===== config.mk =====
export PLATFORM = sky130hd
export DESIGN_NAME = tdm_demux8
export DESIGN_NICKNAME = d
export VERILOG_FILES = /design/src/rtl/tdm_demux8.sv
export SDC_FILE = /design/constraint.sdc
export NUM_CORES = 1
export LEC_CHECK = 0
export ABC_CLOCK_PERIOD_IN_PS = 2500
export CAP_MARGIN = 20
export CORE_UTILIZATION = 35
export DETAILED_ROUTE_END_ITERATION = 6
export SLEW_MARGIN = 20
export SYNTH_ARGS = -nofsm -noshare
export SYNTH_HDL_FRONTEND = slang
export SYNTH_SLANG_ARGS = --single-unit

===== constraint.sdc =====
create_clock -name clk -period 2.5 [get_ports clk]
set_input_delay 0.625 -clock clk [delete_from_list [all_inputs] [get_ports clk]]
set_output_delay 0.625 -clock clk [all_outputs]
set_load 0.01 [all_outputs]

===== src/rtl/tdm_demux8.sv =====
// Receive side of the 8:1 TDM link: rebuilds d[7:0] from the slot stream with hunt/sync framing.
// Define TDM_PARITY_EN to add a trailing even-parity slot per frame that gates delivery of the word.
module tdm_demux8 #(
  parameter int N_CH        = 8,
  parameter int LOSS_FRAMES = 3
) (
  input  logic            clk,
  input  logic            rst,
  input  logic            din,
  input  logic            din_en,
  input  logic            frame_sync,
  output logic [N_CH-1:0] d_out,
  output logic            valid,
  output logic            locked,
  output logic [2:0]      slot,
  output logic            sync_err,
  output logic            par_err
);

  typedef enum logic {HUNT, SYNC} state_t;

  localparam logic [3:0] LAST_DATA = 4'(N_CH - 1);
  localparam logic [3:0] LOSS_LAST = 4'(LOSS_FRAMES - 1);
`ifdef TDM_PARITY_EN
  localparam logic [3:0] PAR_SLOT  = 4'(N_CH);
`endif

  state_t          state_q, state_d;
  logic [3:0]      slot_q, slot_d;
  logic [N_CH-1:0] stage_q, stage_d;
  logic [3:0]      miss_q, miss_d;
  logic [N_CH-1:0] d_out_q, d_out_d;
  logic            valid_q, valid_d;
  logic            locked_q, locked_d;
  logic            sync_err_q, sync_err_d;
  logic            par_err_q, par_err_d;

  always_comb begin
    state_d    = state_q;
    slot_d     = slot_q;
    stage_d    = stage_q;
    miss_d     = miss_q;
    d_out_d    = d_out_q;
    valid_d    = 1'b0;
    sync_err_d = 1'b0;
    par_err_d  = 1'b0;

    if (din_en) begin
      case (state_q)
        HUNT: begin
          if (frame_sync) begin
            stage_d[0] = din;
            slot_d     = 4'd1;
            miss_d     = 4'd0;
            state_d    = SYNC;
          end
        end

        SYNC: begin
          if (frame_sync && slot_q != 4'd0) begin
            // Misplaced marker: drop the partial frame and realign on this strobe.
            sync_err_d = 1'b1;
            stage_d[0] = din;
            slot_d     = 4'd1;
            miss_d     = 4'd0;
          end else if (slot_q == 4'd0) begin
            if (frame_sync) begin
              miss_d     = 4'd0;
              stage_d[0] = din;
              slot_d     = 4'd1;
            end else if (miss_q == LOSS_LAST) begin
              state_d = HUNT;
              miss_d  = 4'd0;
              slot_d  = 4'd0;
            end else begin
              miss_d     = miss_q + 4'd1;
              stage_d[0] = din;
              slot_d     = 4'd1;
            end
`ifdef TDM_PARITY_EN
          end else if (slot_q == PAR_SLOT) begin
            if (din == ^stage_q) begin
              d_out_d = stage_q;
              valid_d = 1'b1;
            end else begin
              par_err_d = 1'b1;
            end
            slot_d = 4'd0;
          end else begin
            stage_d[slot_q[2:0]] = din;
            slot_d               = slot_q + 4'd1;
          end
`else
          end else if (slot_q == LAST_DATA) begin
            stage_d[N_CH-1] = din;
            d_out_d         = {din, stage_q[N_CH-2:0]};
            valid_d         = 1'b1;
            slot_d          = 4'd0;
          end else begin
            stage_d[slot_q[2:0]] = din;
            slot_d               = slot_q + 4'd1;
          end
`endif
        end

        default: begin
          state_d = HUNT;
          slot_d  = 4'd0;
          miss_d  = 4'd0;
        end
      endcase
    end

    locked_d = (state_d == SYNC);
  end

  always_ff @(posedge clk or posedge rst) begin
    if (rst) begin
      state_q    <= HUNT;
      slot_q     <= 4'd0;
      stage_q    <= '0;
      miss_q     <= 4'd0;
      d_out_q    <= '0;
      valid_q    <= 1'b0;
      locked_q   <= 1'b0;
      sync_err_q <= 1'b0;
      par_err_q  <= 1'b0;
    end else begin
      state_q    <= state_d;
      slot_q     <= slot_d;
      stage_q    <= stage_d;
      miss_q     <= miss_d;
      d_out_q    <= d_out_d;
      valid_q    <= valid_d;
      locked_q   <= locked_d;
      sync_err_q <= sync_err_d;
      par_err_q  <= par_err_d;
    end
  end

  assign d_out    = d_out_q;
  assign valid    = valid_q;
  assign locked   = locked_q;
  // During the parity slot the counter reads 8, which shows as 0 on the 3-bit port.
  assign slot     = slot_q[2:0];
  assign sync_err = sync_err_q;
  assign par_err  = par_err_q;

endmodule

Figure 1. Clock network drawn from the DEF.
Drawn at 10 px/um.
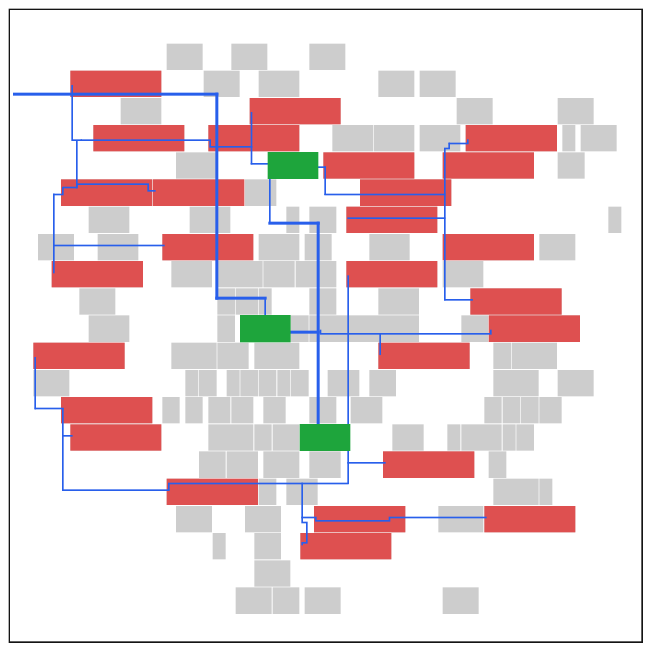
clock wires -> blue  # length 327 um
clock drivers -> green  # count 3
flip-flops -> red  # count 26
routed clock nets = 4

Figure 2. Congestion heat map.
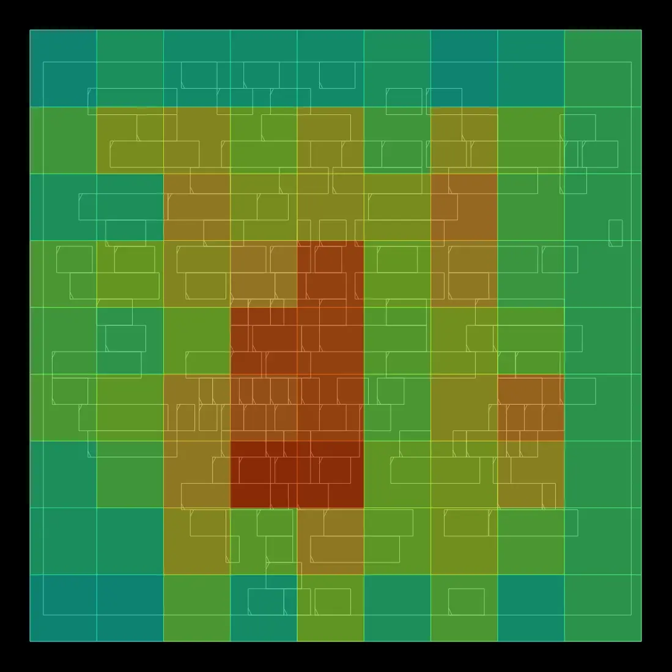
post-layout utilization of the core: 0.461
wire length per cell after detailed routing: 14.3 um
layer carrying the most global-route usage: met2
GRT met2 Usage: 0.243
GR Util met1: 0.172

Figure 3. Supply network.
Drawn at 8 px/um. Pins as bars on the die edge.
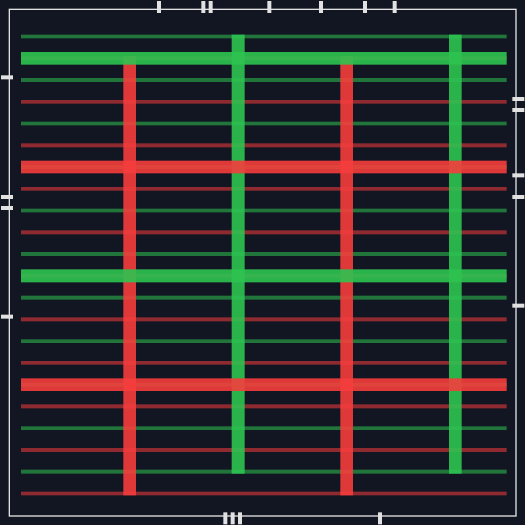
VDD -> green
VSS -> red
met1 rails = 22
rows = 21
Core Footprint: 3470 um2
vertical extent of the die: 63.2 um

==> notes.md <==
Summary of the current implementation state.

- The clock network power reported by the tool is ~350 uW.
- The static leakage is between 0.7 and 0.8 nW, for reference.
- The sequential fraction of the synthesis area is 0.497, for reference.
- The cell area that synthesis handed to floorplanning was between 1000 and 1500 um2.
- The origin of the worst setup path is din_en, for reference.
- The signal on the critical path passes through clkdlybuf4s50_1 -> and3b_2 -> nand3_1 -> nor4b_1 -> mux2_2.
- The critical path launch point type is an input port, for reference.
- The number of warnings reported in the stage logs is 28.
- 20 I/O pins were placed.
- The share of total power dissipated in combinational logic is 0.334.
- The net switching power of the design is roughly 480 uW, for reference.
- The chip area estimate from yosys synthesis is between 1000 and 1500 um2, for reference.
- The number of cells on the critical path is 5, for reference.
- The final count of negative-setup-slack endpoints is 0, for reference.
- Buffers inserted to repair hold after CTS numbered 0.
- sky130_fd_sc_hd__dfrtp_1 takes more of the synthesized area than any other cell.
- The reg-to-reg startpoint is slot_q[1]$_DFFE_PP0P_, for reference.
- Looking at the VDD voltage map, the peak drop is roughly 350 uV.
- Per the STA report, the cell with the highest stage delay on the worst path is sky130_fd_sc_hd__clkdlybuf4s50_1.
- After synthesis, the share of flip-flops with an asynchronous set or reset is 1.00.
- The required time reported for the critical path endpoint is about 2.7 ns, for reference.
- In the setup report, the worst path falls into the class input port to register.
- The tree is rooted in a sky130_fd_sc_hd__clkbuf_8.
- The net count of the finished layout is around 140.
- The clock period could shrink to 2.19 ns.
- The first TritonRoute pass finished after 4 iterations.
- The residual overflow from global routing is 0, for reference.
- The synthesized design contains 0 enable-type register cells.
- Buffers added to address setup during post-CTS repair amount to 0.
- The detailed placement HPWL is between 1500 and 2000 um, for reference.
- The routed design shows a via density per instance of ~5.4.
- Of the post-synthesis cell area, the dominant cell type holds 0.497.
- Fill cells in the final layout number between 300 and 400.
- In this run the critical register-to-register path is captured at stage_q[5]$_DFFE_PP0P_.
- The via count of the first global-routing pass is 923.
- During synthesis, Yosys emitted a total of 0 warnings.
- The buffering stage count on the worst path with inverters included is 1, for reference.
- After its last routability iteration, the placer logged a weighted congestion of roughly 0.83.
- The destination of the critical timing path is stage_q[5]$_DFFE_PP0P_, for reference.
- The setup slack at placement is roughly 0.022 ns, for reference.
- The flop and latch count out of synthesis is 26, for reference.
- The net count after synthesis is approximately 120.
- The script computed a power per unit cell area of around 960 nW/um2.
- STA classifies the critical path endpoint as a register.
- Of the cells placed in the final design, the portion with a size suffix greater than 1 is 0.248.
- The report gives the cell count of the worst hold path as 1.
- The die extent in x is between 60 and 70 um, for reference.
- The part of the total power dissipated in sequential elements is 0.440, for reference.
- The largest fanout of any net on the critical path is 8, for reference.
- The cell total in the yosys stat output is ~110, for reference.
- The flow ran to the end, and the final reports show no timing, DRC or antenna violations.
- Leaving out filler cells and counting taps, the final layout contains between 150 and 200.
- Between clock sinks in the finished design, the worst skew comes to 0.000877 ns.
- Entering global routing, the biggest net connects 27 pins.
- The portion of the clock cycle consumed by the worst path in the final layout is 0.876, for reference.
- The max-capacitance violation count is 0, for reference.
- The worst min-delay path startpoint is stage_q[0]$_DFFE_PP0P_, for reference.
- The kind of cell with the highest combined delay on the critical path is simple AND/OR/NAND/NOR gates, for reference.
- Per the synth stats, the flop cell with the highest instance count is sky130_fd_sc_hd__dfrtp_1.
- The number of slew-limit violations in the final report is 0, for reference.
- The main power-consuming group is sequential cells, for reference.
- The maximum clock frequency is roughly 460 MHz, for reference.
- TritonCTS built the clock tree.
- The terminating pin of the worst hold path is stage_q[0]$_DFFE_PP0P_, for reference.
- The clock passes through at most 2 buffers.
- Setup repair after global routing left no endpoint under its margin.
- The longest incremental delay of any stage on the critical path is reported as 0.64 ns.
- The number of antenna violations at the first check in global routing is 0, for reference.
- The wire length of the first global-routing pass is between 4000 and 5000 um, for reference.
- The effective utilization at floorplan is 0.377, for reference.
- In the final timing run, aggregate negative setup slack is 0 ns.
- The floorplan step defined a die boundary enclosing approximately 4000 um2.
- The area added between synthesis and finish is 22.3%, for reference.
- Combinational power for this build is slightly above 500 uW.
- The worst reg-to-reg setup slack is about 0.4 ns, for reference.
- The post-synthesis cell count is between 100 and 150, for reference.
- Of the total power, the share spent switching nets is 0.315.
- In this run the tool buffered the top-level ports with 18 buffer cells.
- The length in cells of the worst reg-to-reg path is 6, for reference.
- After floorplanning, the core was divided into 21 placement rows.
- Nets still carrying antenna violations after routing amount to 0.
- Counting tap cells, the placed design contains a total of 171 instances.
- The main area contributors are sky130_fd_sc_hd__dfrtp_1 50%, sky130_fd_sc_hd__mux2_2 11%, sky130_fd_sc_hd__ha_1 3.8%, sky130_fd_sc_hd__buf_4 2.3%, sky130_fd_sc_hd__nor3b_2 1.9%.
- The clock power share is 0.226, for reference.
- The number of buffers added by the clock tree synthesis step is 3, for reference.
- Counting endpoints that fail hold in the final report gives 0.
- The number of DRC markers in iteration 0 is around 66, for reference.
- For this run, the script counts the antenna cells in the layout as 0.
- The remaining design rule violation count is 0, for reference.
- The quantity of gates resized following cts is 0, for reference.
- The setup slack after layout is 0.310 ns, for reference.
- The flip-flop and latch power is between 600 and 700 uW, for reference.
- Data arrives at the worst endpoint at around 2.4 ns.
- The clock latency on the worst-skew pair is roughly 0.27 ns, for reference.
- TritonCTS reports the number of clock sinks as 26.
- The kind of path behind the tightest hold check is register to register, for reference.
- The registers of the reported paths see a clock transition of roughly 0.09 ns.
- The internal power is 1.06 mW, for reference.
- The average size of a mapped cell is about 12 um2, for reference.
- Counting distinct cell types in the post-synthesis netlist gives 42.
- Looking at the clock tree report, the H-tree level count equals 1.
Figure 4. Placement density heat map.
Drawn at 4 px/um. 6 x 6 tiles, from white (low) to dark blue (high), 0 to 100% covered.
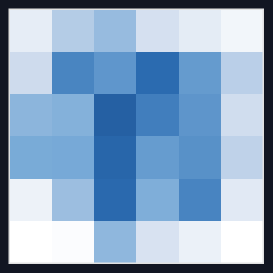
emptiest ninth of the die = lower left
tiles over 75% full = 11%
nearly empty tiles = 8.3%
mean over tiles = 39%
fullest tile = 81%
densest ninth of the die = center

Figure 5. Routed metal, one color a layer.
Drawn at 10 px/um. Two of the layers only.
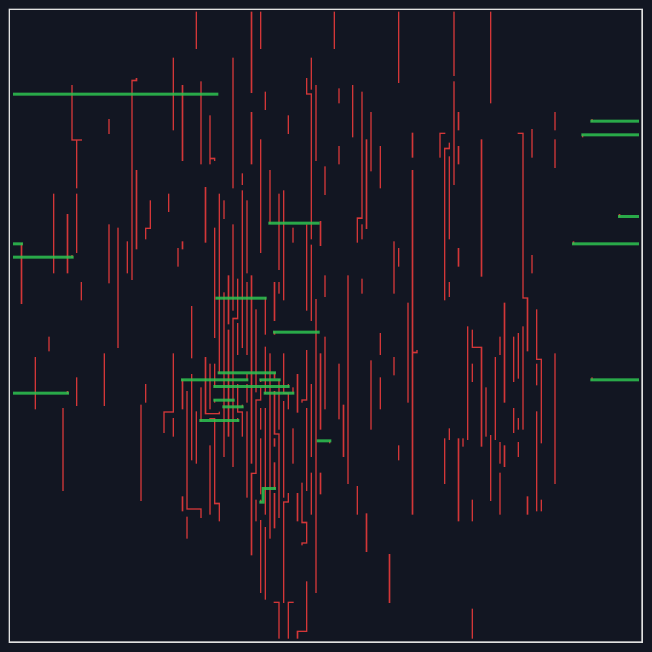
metal 3 -> green  # wire length 104 um
metal 2 -> red  # wire length 1200 um
DRT Wirelength: 2510 um
total routing resource utilization after global routing: 0.143
detailed-route via count: 947

[per-layer routing]
layer,global-route usage,vias to the layer above,wire length [um]
li1,-,443,-
met3,0.0272,5,103
met2,0.243,30,1200
met4,0.0727,0,42
met5,0,-,0
met1,0.172,469,1160
[through the flow]
step                      area, um2  hold slack, ns  power [mW]
after global routing           1600           0.529        1.64
after floorplan                1310           0.452        1.01
after CTS                      1600           0.503        1.55
after detailed placement       1530           0.478        1.20
after global placement         1530           0.473        1.18
final                          1600           0.497        1.54
[kinds of logic (layout without fill, tap and decap cells)]
family          count (synthesis)  after routing  share of synthesized area
xor+xnor                        1              1                    0.00669
mux                            15             15                      0.129
compound gates                 19             19                      0.104
other cells                     1              1                    0.00287
buf+inv                        10             29                     0.0421
simple gates                   34             34                      0.180
fa+ha+maj                       4              4                     0.0382
flops                          26             26                      0.497
[cells in the final DEF (no fill, tap or decap), types with 2 or more instances in the layout]
cell type	synthesis	routed
sky130_fd_sc_hd__a21oi_1	2	2
sky130_fd_sc_hd__a31oi_1	2	2
sky130_fd_sc_hd__buf_4	4	3
sky130_fd_sc_hd__clkbuf_8	0	3
sky130_fd_sc_hd__clkdlybuf4s50_1	0	18
sky130_fd_sc_hd__dfrtp_1	26	26
sky130_fd_sc_hd__ha_1	4	4
sky130_fd_sc_hd__inv_1	4	4
sky130_fd_sc_hd__mux2_1	2	2
sky130_fd_sc_hd__mux2_2	13	13
sky130_fd_sc_hd__nand2_1	5	5
sky130_fd_sc_hd__nand3_1	4	4
sky130_fd_sc_hd__nand3b_1	3	3
sky130_fd_sc_hd__nor3_1	4	4
sky130_fd_sc_hd__nor3b_2	2	2
sky130_fd_sc_hd__o21ai_0	5	5
sky130_fd_sc_hd__o21ai_1	2	2
[final cells by class]
type / instances / area (um2) / area share
tap: 46 / 57.6 / 0.0360
sequential: 26 / 651 / 0.407
clock inverter: 1 / 30.0 / 0.0188
timing repair buffer: 21 / 203 / 0.127
multi-input combinational: 74 / 603 / 0.377
inverter: 4 / 15.0 / 0.00938
clock buffer: 3 / 41.3 / 0.0258
[synthesized netlist by cell type (2+ instances only)]
| library cell | instances |
|---|---|
| sky130_fd_sc_hd__nand3_1 | 4 |
| sky130_fd_sc_hd__nor3b_2 | 2 |
| sky130_fd_sc_hd__buf_2 | 2 |
| sky130_fd_sc_hd__nand2_1 | 5 |
| sky130_fd_sc_hd__o21ai_1 | 2 |
| sky130_fd_sc_hd__dfrtp_1 | 26 |
| sky130_fd_sc_hd__nand3b_1 | 3 |
| sky130_fd_sc_hd__a31oi_1 | 2 |
| sky130_fd_sc_hd__inv_1 | 4 |
| sky130_fd_sc_hd__mux2_2 | 13 |
| sky130_fd_sc_hd__a21oi_1 | 2 |
| sky130_fd_sc_hd__ha_1 | 4 |
| sky130_fd_sc_hd__nor3_1 | 4 |
| sky130_fd_sc_hd__buf_4 | 4 |
| sky130_fd_sc_hd__o21ai_0 | 5 |
| sky130_fd_sc_hd__mux2_1 | 2 |
[flip-flops by register name (all words and copies together), names as in the netlist]
name and flops:
miss_q 4, slot_q 4, d_out 8, locked 1, valid 1, sync_err 1
stage_q 7
No activity file was given, so power comes from the tool's default toggle rates.
